Figure 1. Port wiring (run 1).
Scale bar: 20 um.
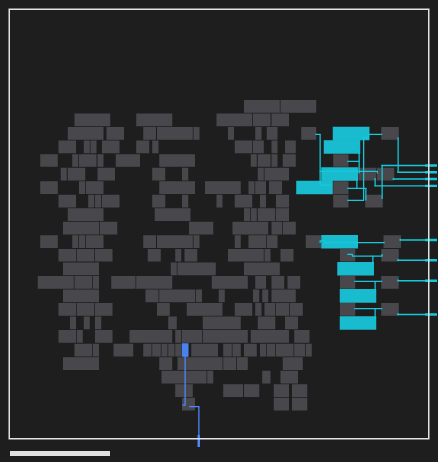
Figure 2. Logic cells by family (run 1).
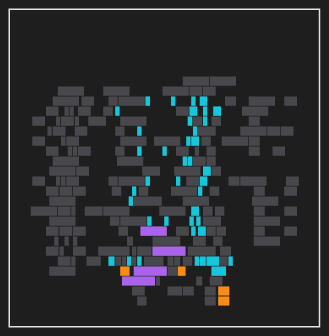
Figure 3. Close-up of the layout (run 1).
Scale bar: 10 um. Region (8, 9) to (33, 34) um. Cells in gray, sequential cells in the stronger gray; small squares are vias.
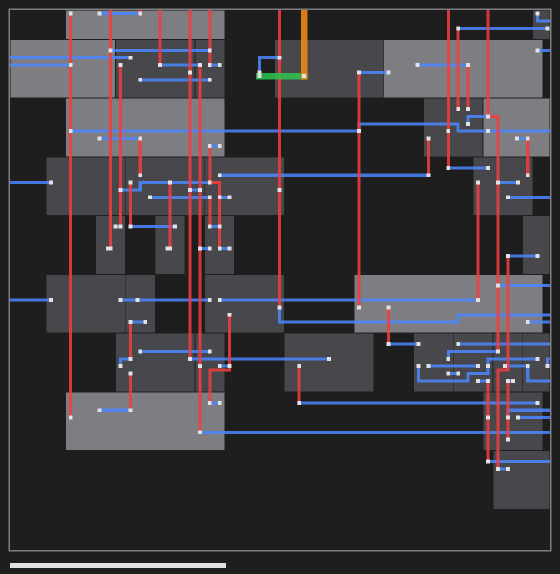
==> config.mk <==
export PLATFORM = sky130hd
export DESIGN_NAME = handshake_slice_chain
export DESIGN_NICKNAME = d
export VERILOG_FILES = /design/src/rtl/handshake_slice_pkg.sv /design/src/rtl/handshake_slice_stage.sv /design/src/rtl/handshake_slice_chain.sv
export SDC_FILE = /design/constraint.sdc
export NUM_CORES = 1
export LEC_CHECK = 0
export CORE_AREA = 5 5 79 81
export CTS_CLUSTER_DIAMETER = 100
export DETAILED_ROUTE_END_ITERATION = 7
export DIE_AREA = 0 0 84 86
export GPL_TIMING_DRIVEN = 0
export PLACE_DENSITY = 0.49
export SYNTH_ARGS = -nofsm -noshare
export SYNTH_HDL_FRONTEND = slang
export SYNTH_SLANG_ARGS = --single-unit
export TNS_END_PERCENT = 20
==> constraint.sdc <==
create_clock -name clk -period 1.8 [get_ports clk]
set_clock_uncertainty 0.15 [all_clocks]
set_input_delay 0.18 -clock clk [delete_from_list [all_inputs] [get_ports clk]]
set_output_delay 0.18 -clock clk [all_outputs]
set_load 0.02 [all_outputs]
==> results.tsv, run 1 <==
metric	value	unit
status	finished with violations	
violated checks	setup timing	
maxcap violations	0	
max incr delay on CP	0.50	ns
most frequent cells in the layout	dfxtp_1, nor2_1, mux2i_1	
Critical Path Fanout Max	4	
R2R setup slack	0.08	ns
CTS Hold Bufs	0	
post-route setup slack	-0.1846	ns
Final setup viols	2	
GRT met3 Usage	0.03074	
met1 GRT Util	0.1050	
via count	1214	
fmax	503.9	MHz
Crit path max-delay family	adder cells	
Final Power	0.001447	W
VDD IR max	0.5037	mV
slowest CP cell	fa_1	
Post-Place Cells	262	
power per cell area	701.0	nW/um2
-- Figure 1 (at the start) --
Blue marks `up_ready`, direction output, end cells 1, buffers 1, wire 18.4 um. Cyan marks `down_data`, direction output, end cells 8, buffers 8, wire 166 um.
IO Count: 26
port bufs: 25

-- Figure 2 (at the start) --
Purple marks adder and majority cells, cells 4, most used ha_4, where south. Orange marks AND and OR gates, cells 4. Cyan marks NOR gates, cells 40, most used nor2_1.
final non-filler cell total: 270
logic share of the area: 0.3958

-- Figure 3 (at the start) --
Orange marks met4. Blue marks met1. Green marks met3. Red marks met2.
Sequential cells in the window: 5. Most frequent: mux2i_1 (5), inv_1 (4), dfxtp_1 (4). 28 logic cells have their middle in the window.

run 1: repair_timing:
action,in CTS,in global routing
setup buffers,3,0
gates resized,34,9
setup endpoints to repair,5,24
pin swaps,3,1
run 1: worst min-delay path: stages (launching register included):
cell and delay [ns]:
dfxtp_1 0.31, nand2_1 0.05, mux2i_1 0.05
run 1: power by group:
group / leakage, nW / internal [W] / switching [W]
logic: 0.566 / 0.0000651 / 0.0000658
clock network: 0.0359 / 0.000249 / 0.000248
registers: 0.294 / 0.000809 / 0.0000103
run 1: area by class of cell:
type / instances / area, um2
plain buffers: 10 / 62.56
clock buffers: 5 / 68.82
fillers: 564 / 3341
inverters: 9 / 33.78
multi-input cells: 110 / 817.0
flip-flops and latches: 36 / 728.2
well taps: 72 / 90.09
repair buffers: 28 / 264.0
==> run 2, diff against run 1 <==
Settings changed: TNS_END_PERCENT 20 to 30.
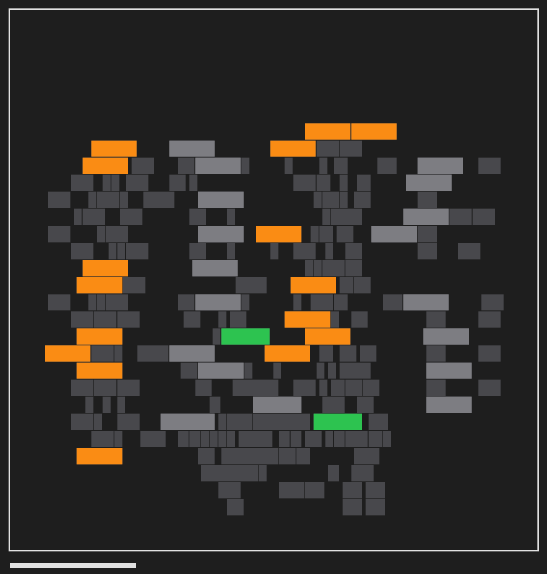
Figure 4: run 2, sequential cells grouped by signal name.
Scale bar: 20 um. Other sequential cells in the stronger gray, the rest of the logic in the fainter gray.
Green marks `g_stage.u_stage.out_valid`, placed flops 2. Orange marks `g_stage.u_stage.g_full.skid_d`, placed flops 16.
Another 18 sequential cells are not colored.
register area: 728.2 um2
Seq/total area: 0.3527

==> run 2 against run 1 <==
Against the previous run: the run still ends with setup timing left; flip-flop count unchanged; utilization is the same; power stayed put; critical path depth unchanged; design area unchanged; sequential share of layout area unchanged; routed wire length stayed put; via count stayed put; clock-buffer cell count unchanged; synthesized area unchanged; die area unchanged; critical endpoint unchanged; highest routed layer unchanged.
==> results.tsv, run 2 <==
metric	value	unit	change
status	finished with violations		
violated checks	setup timing		
Comb power	0.000131	W	about the same
VDD IR max	0.5037	mV	unchanged
Clock net power	0.000497	W	about the same
IO Count	26		unchanged
Final setup viols	2		unchanged
Critical Path Fanout Max	4		unchanged
post-route setup slack	-0.1846	ns	unchanged
Gate power share	0.090		about the same
Top area cell types	dfxtp_1, mux2i_1, a211oi_1, nor2_1, o22a_1		
via count	1214		unchanged
MI comb area	817.0	um2	unchanged
Post-Place Cells	262		unchanged
cell taking the most area after synthesis	dfxtp_1		
drt drc	0		
drt wl/cell	12.01	um	
CTS resizes	34		unchanged
Psw	0.0003242	W	unchanged
Main power group	sequential cells		
Gate Count Post-Synth	165		
fmax	503.9	MHz	unchanged
CTS Hold Bufs	0		unchanged
Post-synth top cells	dfxtp_1, nor2_1, mux2i_1		
power per cell area	701.0	nW/um2	unchanged
R2R setup slack	0.08	ns	about the same
most frequent cells in the layout	dfxtp_1, nor2_1, mux2i_1		
port bufs	25		unchanged
Final Power	0.001447	W	unchanged
Complex Gates by Area	0.1386		
mapped cell area	1570	um2	
Int Power	0.001123	W	unchanged
Reg power frac	0.566		about the same
maxcap violations	0		unchanged
Final Max Slew Viols	0		
final non-filler cell total	270		unchanged
DP Area	1911	um2	
total setup buffers inserted after CTS	3		unchanged
filler instances	564		unchanged
Synth Seq Share	0.4590		
Sw Share	0.2240		unchanged
seq pwr	0.000819	W	about the same
placed wire-length estimate	2.562	mm	
[run 2: cell counts after synthesis]
No cell type changed its count.
[run 2: layout make-up]
cell class | instances | share of cell area
sequential | 36 | 0.3527
multi-input combinational | 110 | 0.3958
timing repair buffer | 28 | 0.1279
buffer | 10 | 0.03030
tap | 72 | 0.04364
clock buffer | 5 | 0.03333
inverter | 9 | 0.01636
[run 2: routing by layer]
layer | up-vias | track usage
met5 | - | 0
li1 | 635 | -
met4 | 0 | 0.03947
met1 | 549 | 0.1050
met2 | 22 | 0.1620
met3 | 8 | 0.03074
[run 2: worst max-delay path, cell delays in order (launching register included)]
cell and delay, ns:
dfxtp_4 0.36, ha_4 0.24, ha_4 0.15, fa_1 0.50, buf_6 0.12
Power is estimated from default activity; no workload was simulated.
